==> run_1/m3.png <==
Bar = 20 µm.
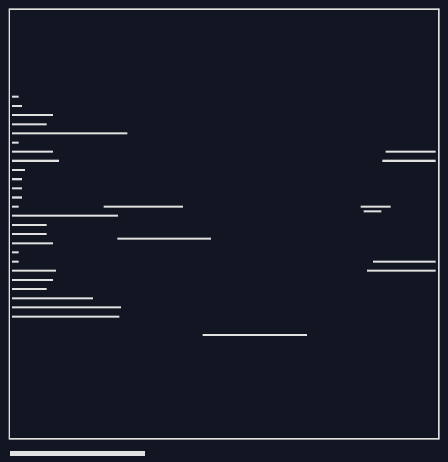
==> run_1/placed.png <==
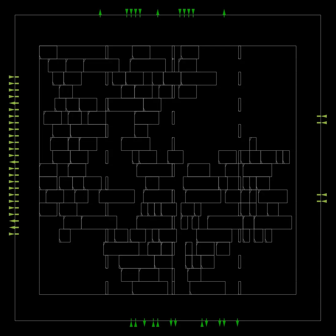
==> run_1/class_map.png <==
Fill, decap, tap and diode cells in gray.
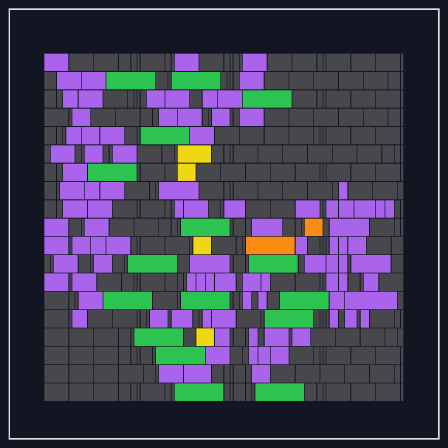
==> run_1/port_trees.png <==
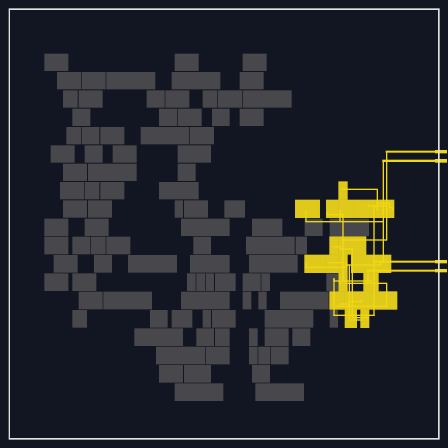
[src/rtl/reg_write_arbiter_pkg.sv]
// Shared types and default sizing for the round-robin register write arbiter.
// Optional burst-lock support is selected with the ARB_LOCK_EN macro.
package reg_arb_pkg;

    typedef enum logic [0:0] {
        IDLE  = 1'b0,
        WRITE = 1'b1
    } arb_state_e;

    localparam int NUM_REQ_DEF = 4;
    localparam int DATA_W_DEF  = 8;

endpackage

[src/rtl/reg_write_arbiter_if.sv]
// Requester-side bundle of the register write arbiter: requests, data, grants and register drive.
// The lock vector exists only when ARB_LOCK_EN is defined.
interface reg_write_arbiter_if #(
    parameter int NUM_REQ = reg_arb_pkg::NUM_REQ_DEF,
    parameter int DATA_W  = reg_arb_pkg::DATA_W_DEF
);
    logic [NUM_REQ-1:0]        req;
    logic [NUM_REQ*DATA_W-1:0] wdata;
    logic [NUM_REQ-1:0]        gnt;
    logic [DATA_W-1:0]         reg_d;
    logic                      reg_en;
    logic                      busy;
`ifdef ARB_LOCK_EN
    logic [NUM_REQ-1:0]        lock;

    modport master (output req, output wdata, output lock,
                    input gnt, input reg_d, input reg_en, input busy);
    modport slave  (input req, input wdata, input lock,
                    output gnt, output reg_d, output reg_en, output busy);
`else
    modport master (output req, output wdata,
                    input gnt, input reg_d, input reg_en, input busy);
    modport slave  (input req, input wdata,
                    output gnt, output reg_d, output reg_en, output busy);
`endif
endinterface

[src/rtl/reg_write_arbiter_rr_pick.sv]
// Combinational round-robin picker: rotate requests by the pointer, find the first set bit,
// then map the offset back to an absolute requester index.
module rr_pick #(
    parameter  int NUM_REQ = 4,
    localparam int PTR_W   = $clog2(NUM_REQ)
) (
    input  logic [NUM_REQ-1:0] req_i,
    input  logic [PTR_W-1:0]   ptr_i,
    output logic [PTR_W-1:0]   winner_o,
    output logic               valid_o
);
    logic [NUM_REQ-1:0] req_rot;
    logic [PTR_W-1:0]   offset;
    logic [PTR_W:0]     sum;

    // Bit k of req_rot is requester (ptr + k) mod NUM_REQ.
    always_comb begin
        req_rot = req_i;
        for (int p = 0; p < NUM_REQ; p++) begin
            if (ptr_i == PTR_W'(p)) begin
                req_rot = (req_i >> p) | (req_i << (NUM_REQ - p));
            end
        end
    end

    always_comb begin
        offset = '0;
        for (int k = NUM_REQ - 1; k >= 0; k--) begin
            if (req_rot[k]) begin
                offset = PTR_W'(k);
            end
        end
    end

    assign sum      = {1'b0, ptr_i} + {1'b0, offset};
    assign winner_o = (sum >= (PTR_W+1)'(NUM_REQ)) ? PTR_W'(sum - (PTR_W+1)'(NUM_REQ))
                                                   : sum[PTR_W-1:0];
    assign valid_o  = |req_i;

endmodule

[src/rtl/reg_write_arbiter.sv]
// Round-robin arbiter that shares one enable-loaded register among NUM_REQ requesters,
// issuing one single-cycle write per grant. Define ARB_LOCK_EN to add burst lock.
module reg_write_arbiter
    import reg_arb_pkg::*;
#(
    parameter  int NUM_REQ = NUM_REQ_DEF,
    parameter  int DATA_W  = DATA_W_DEF,
    localparam int PTR_W   = $clog2(NUM_REQ)
) (
    input  logic            clk,
    input  logic            reset,
    reg_write_arbiter_if.slave bus
);
    arb_state_e          state_q;
    logic [PTR_W-1:0]    ptr_q;
    logic [NUM_REQ-1:0]  gnt_q;
    logic [DATA_W-1:0]   reg_d_q;
    logic                reg_en_q;
    logic                busy_q;

    logic [PTR_W-1:0]    win_d;
    logic                win_valid_d;
    logic [PTR_W-1:0]    ptr_adv_d;
    logic [DATA_W-1:0]   wdata_arr [NUM_REQ];

    genvar gi;
    for (gi = 0; gi < NUM_REQ; gi++) begin : g_unpack
        assign wdata_arr[gi] = bus.wdata[gi*DATA_W +: DATA_W];
    end

    rr_pick #(.NUM_REQ(NUM_REQ)) u_pick (
        .req_i    (bus.req),
        .ptr_i    (ptr_q),
        .winner_o (win_d),
        .valid_o  (win_valid_d)
    );

    assign ptr_adv_d = (win_d == PTR_W'(NUM_REQ - 1)) ? '0 : win_d + 1'b1;

    always_ff @(posedge clk) begin
        if (reset) begin
            state_q  <= IDLE;
            ptr_q    <= '0;
            gnt_q    <= '0;
            reg_d_q  <= '0;
            reg_en_q <= 1'b0;
            busy_q   <= 1'b0;
        end else begin
            case (state_q)
                IDLE: begin
                    if (win_valid_d) begin
                        state_q  <= WRITE;
                        gnt_q    <= NUM_REQ'(1) << win_d;
                        reg_d_q  <= wdata_arr[win_d];
                        reg_en_q <= 1'b1;
                        busy_q   <= 1'b1;
`ifdef ARB_LOCK_EN
                        // A locked winner keeps top priority for its next request.
                        ptr_q    <= bus.lock[win_d] ? win_d : ptr_adv_d;
`else
                        ptr_q    <= ptr_adv_d;
`endif
                    end
                end
                WRITE: begin
                    // Requests are deliberately ignored here; reg_d keeps the last value.
                    state_q  <= IDLE;
                    gnt_q    <= '0;
                    reg_en_q <= 1'b0;
                    busy_q   <= 1'b0;
                end
                default: state_q <= IDLE;
            endcase
        end
    end

    assign bus.gnt    = gnt_q;
    assign bus.reg_d  = reg_d_q;
    assign bus.reg_en = reg_en_q;
    assign bus.busy   = busy_q;

endmodule
[src/flat_wrapper.sv]
// flat-port wrapper written by rule: the top's interface ports become plain ports
module reg_write_arbiter_flat import reg_arb_pkg::*;
#(
    parameter  int NUM_REQ = NUM_REQ_DEF,
    parameter  int DATA_W  = DATA_W_DEF,
    localparam int PTR_W   = $clog2(NUM_REQ)
)
  (clk, reset, bus_req, bus_wdata, bus_gnt, bus_reg_d, bus_reg_en, bus_busy);
  reg_write_arbiter_if #(.NUM_REQ(NUM_REQ), .DATA_W(DATA_W)) bus_i ();
  input  logic clk;
  input  logic reset;
  input wire logic [$bits(bus_i.req)-1:0] bus_req;
  input wire logic [$bits(bus_i.wdata)-1:0] bus_wdata;
  output wire logic [$bits(bus_i.gnt)-1:0] bus_gnt;
  output wire logic [$bits(bus_i.reg_d)-1:0] bus_reg_d;
  output wire logic [$bits(bus_i.reg_en)-1:0] bus_reg_en;
  output wire logic [$bits(bus_i.busy)-1:0] bus_busy;
  assign bus_i.req = bus_req;
  assign bus_i.wdata = bus_wdata;
  assign bus_gnt = bus_i.gnt;
  assign bus_reg_d = bus_i.reg_d;
  assign bus_reg_en = bus_i.reg_en;
  assign bus_busy = bus_i.busy;
  reg_write_arbiter #(.NUM_REQ(NUM_REQ), .DATA_W(DATA_W)) u_core (.clk(clk), .reset(reset), .bus(bus_i));
endmodule
[config.mk]
export PLATFORM = sky130hd
export DESIGN_NAME = reg_write_arbiter_flat
export DESIGN_NICKNAME = d
export VERILOG_FILES = /design/src/rtl/reg_write_arbiter_pkg.sv /design/src/rtl/reg_write_arbiter_if.sv /design/src/rtl/reg_write_arbiter_rr_pick.sv /design/src/rtl/reg_write_arbiter.sv /design/src/flat_wrapper.sv
export SDC_FILE = /design/constraint.sdc
export NUM_CORES = 1
export LEC_CHECK = 0
export CAP_MARGIN = 20
export CORE_MARGIN = 5
export CORE_UTILIZATION = 40
export CTS_CLUSTER_SIZE = 40
export DETAILED_ROUTE_END_ITERATION = 12
export DONT_BUFFER_PORTS = 1
export PLACE_DENSITY_LB_ADDON = 0.3
export SLEW_MARGIN = 40
export SYNTH_ARGS = -nofsm -noshare
export SYNTH_HDL_FRONTEND = slang
export SYNTH_SLANG_ARGS = --single-unit
export TNS_END_PERCENT = 10
[constraint.sdc]
create_clock -name clk -period 2.9 [get_ports clk]
set_clock_uncertainty 0.1 [all_clocks]
set_input_delay 0.58 -clock clk [delete_from_list [all_inputs] [get_ports clk]]
set_output_delay 0.58 -clock clk [all_outputs]
set_load 0.005 [all_outputs]
==> metrics.csv, run 1 <==
metric;value;unit
most frequent logic cells in the routed design;mux2i_1 (22), dfxtp_1 (16), nor2_1 (13);
adder-cell share of the synthesized area;0.0109;
setup ws final;0.399;ns
Comb area share;0.634;
HP Class;input pin to register;
register area;320;µm²
Crit. End Element;register;
Reg-to-Reg Start;u_core.ptr_q[0];
crit path from;u_core.ptr_q[0];
Setup crit end;u_core.bus.reg_d[3];
hold depth;1;
Cells after Synth;119;
Non-clock inverters;3;
FFs & Latches;16;
status;finished, final reports clean;
Async SR Flop Fraction;0;
routed len/inst;16.8;µm
Yosys Chip Area;1150;µm²
CP Data Arrival Time;2.58;ns
total grt overflow;0;
largest net degree at the start of global routing;25;
Commonest Layout Cell;mux2i_1;
Internal Pwr Total;0.669;mW
DRC errors left;0;
Main logic family;AND-OR/OR-AND gates;
Power, Total;1.11;mW
EDFF count, synth;0;
yosys simple share;0.165;
family with the most delay on the worst path;AND-OR/OR-AND gates;
peak supply drop;494;µV
gr busiest metal;met2;
worst skew pair latency;0.29;ns
Seq/total area;0.270;
final hold vios;0;
root buf cell;clkbuf_4;
CP cell instances;nor3_1 > a311oi_1 > o21ai_0 > ha_1 > buf_12 > mux2i_1 > nor2b_1 > a211oi_1 > a221o_1;
xor and xnor area share after synthesis;0.0437;
LEAKAGE;0.493;nW
Notes on m3.png above:
The layer carries 221 µm of wire. The layer holds 8.9% of the routed length. 33 nets have wire on it.
via count: 923
Total Routed Length: 2.48 mm
GR Util met3: 0.0444

Notes on placed.png above:
Post-Layout Cell Count: 148
Well Taps: 31

Notes on class_map.png above:
Key: sequential cells = green [cells 16]; remaining buffers and delay cells = orange [cells 2]; remaining logic cells = purple [cells 95]; clock drivers and dummy loads = yellow [cells 4]

Notes on port_trees.png above:
Key: bus_req = yellow [direction input, end cells 20, wire 209 µm]

==> run_1/m2.png <==
Cells faint in the background.
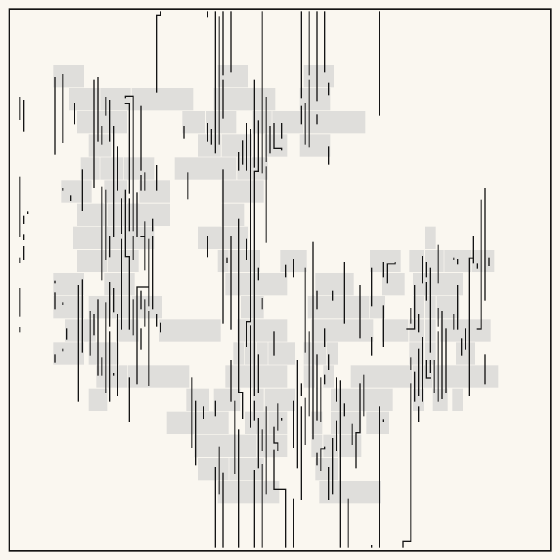

==> inputs of run 2 (changes only) <==
--- a/config.mk
+++ b/config.mk
@@ -6,6 +6,7 @@
 export NUM_CORES = 1
 export LEC_CHECK = 0
 export CAP_MARGIN = 20
+export CORE_ASPECT_RATIO = 0.75
 export CORE_MARGIN = 5
 export CORE_UTILIZATION = 40
 export CTS_CLUSTER_SIZE = 40
==> run_2/m2.png <==
Cells faint in the background.
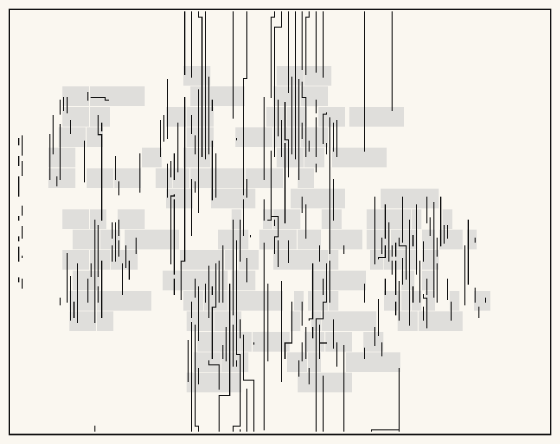
The layer carries 1210 µm of wire. The longest straight run is 24.8 µm. 138 nets have wire on it. The wires run mostly vertical. The layer holds 47% of the routed length.
via count: 928
met2 Resource Use GR: 0.208
Total Routed Length: 2.58 mm

==> run_2/port_trees.png <==
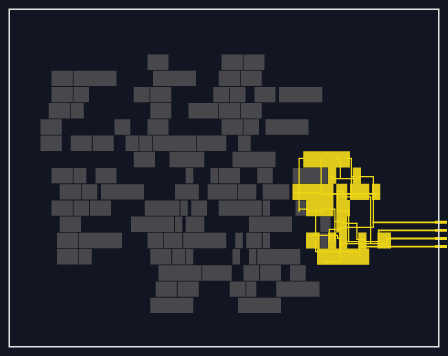
Key: bus_req = yellow [direction input, end cells 20, wire 198 µm]
port buffer count: 0
# IOs: 52

==> run 2 against run 1 <==
Against the previous run: combinational power up 2%; critical path depth unchanged; wire length up 4.2%; non-clock buffer count up 1; largest cell class unchanged; highest routed layer unchanged.
==> metrics.csv, run 2 <==
metric;value;unit;change
status;finished, final reports clean;;
Cells after Synth;119;;unchanged
Power, Total;1.17;mW;+5.8%
HP Class;input pin to register;;
worst skew pair latency;0.25;ns;-0.04 ns
CP Data Arrival Time;2.52;ns;-0.06 ns
Main logic family;AND-OR/OR-AND gates;;
Crit. End Element;register;;
Setup crit end;u_core.bus.reg_d[0];;
FFs & Latches;16;;unchanged
final hold vios;0;;unchanged
GR Util met3;0.0303;;-0.0141
peak supply drop;429;µV;-13%
Async SR Flop Fraction;0;;unchanged
total grt overflow;0;;unchanged
hold depth;1;;unchanged
adder-cell share of the synthesized area;0.0109;;unchanged
Post-Layout Cell Count;154;;+4.1%
EDFF count, synth;0;;unchanged
xor and xnor area share after synthesis;0.0437;;unchanged
register area;320;µm²;unchanged
Commonest Layout Cell;mux2i_1;;
Seq/total area;0.263;;-0.00721
root buf cell;clkbuf_8;;
DRC errors left;0;;unchanged
==> run_2/class_map.png <==
Fill, decap, tap and diode cells in gray.
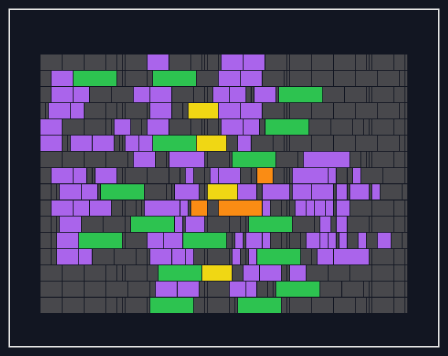
Key: remaining buffers and delay cells = orange [cells 3]; remaining logic cells = purple [cells 95]; clock drivers and dummy loads = yellow [cells 4]; sequential cells = green [cells 16]

==> run_2/placed.png <==
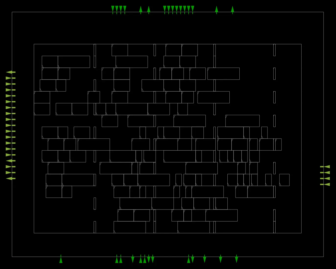

==> inputs of run 3 (changes only) <==
==> constraint.sdc (replaced) <==
create_clock -name clk -period 2.93 [get_ports clk]
set_clock_uncertainty 0.1 [all_clocks]
set_input_delay 0.586 -clock clk [delete_from_list [all_inputs] [get_ports clk]]
set_output_delay 0.586 -clock clk [all_outputs]
set_load 0.005 [all_outputs]
==> run_3/placed.png <==
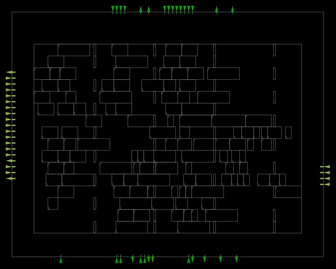
row count: 16
Seq/total area: 0.263
Well Taps: 36
Final Core Density: 0.454
Core Region: 2680 µm²

==> run_3/m3.png <==
Bar = 20 µm.
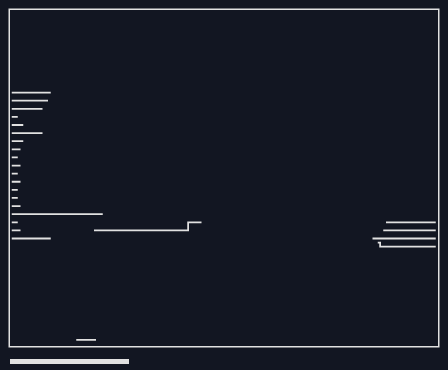
The layer carries 115 µm of wire. The longest straight run is 15.6 µm. The layer holds 4.4% of the routed length. 24 nets have wire on it.

==> run_3/class_map.png <==
Fill, decap, tap and diode cells in gray.
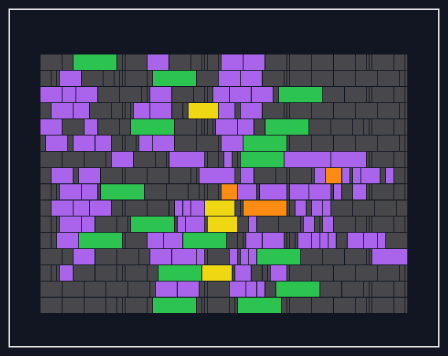
Key: remaining logic cells = purple [cells 95]; sequential cells = green [cells 16]; remaining buffers and delay cells = orange [cells 3]; clock drivers and dummy loads = yellow [cells 4]

==> run 3 against run 2 <==
Against the previous run: combinational power down 0.7%; die size did not move; power shrank 0.99%; via count down 0.54%; register-to-register slack hardly changed; sequential share of layout area stayed put; count of clock-buffer cells in the layout did not move; worst hold slack gained 0.012 ns.
==> metrics.csv, run 3 <==
metric;value;unit;change
Main logic family;AND-OR/OR-AND gates;;
hold_buf cts;0;;
most frequent logic cells in the routed design;mux2i_1 (22), dfxtp_1 (16), nor2_1 (13);;
adder-cell share of the synthesized area;0.0109;;unchanged
GR Util met3;0.0285;;-0.00178
CP cell instances;nor3_1 > a311oi_1 > o21ai_0 > ha_1 > buf_12 > mux2i_1 > nor2b_1 > a211oi_1 > a221o_1;;
Commonest Layout Cell;mux2i_1;;
status;finished, final reports clean;;
Setup crit end;u_core.bus.reg_d[6];;
TritonCTS clock tree;yes;;
Power, Total;1.16;mW;-0.99%
Post-Layout Cell Count;154;;unchanged
FFs & Latches;16;;unchanged
highest-power group;combinational logic;;
family with the most delay on the worst path;AND-OR/OR-AND gates;;
CP Data Arrival Time;2.55;ns;+0.03 ns
DRC errors left;0;;unchanged
Internal Pwr Total;0.715;mW;
register area;320;µm²;unchanged
worst skew pair latency;0.24;ns;about the same
Crit. End Element;register;;
Slew HR;0.540;;
root buf cell;clkbuf_8;;
via count;923;;-0.54%
gr busiest metal;met2;;
HP Class;input pin to register;;
peak supply drop;376;µV;-12%
hold depth;1;;unchanged
met2 Resource Use GR;0.226;;+0.0183
Cells after Synth;119;;unchanged
final hold vios;0;;unchanged
leading cell type by number of instances after synthesis;mux2i_1;;
post-route ant nets;0;;
Async SR Flop Fraction;0;;unchanged
Total Routed Length;2.64;mm;+2.1%
Log Warnings;26;;
total grt overflow;0;;unchanged
fin crit share;0.860;;
Power is estimated from default activity; no workload was simulated.
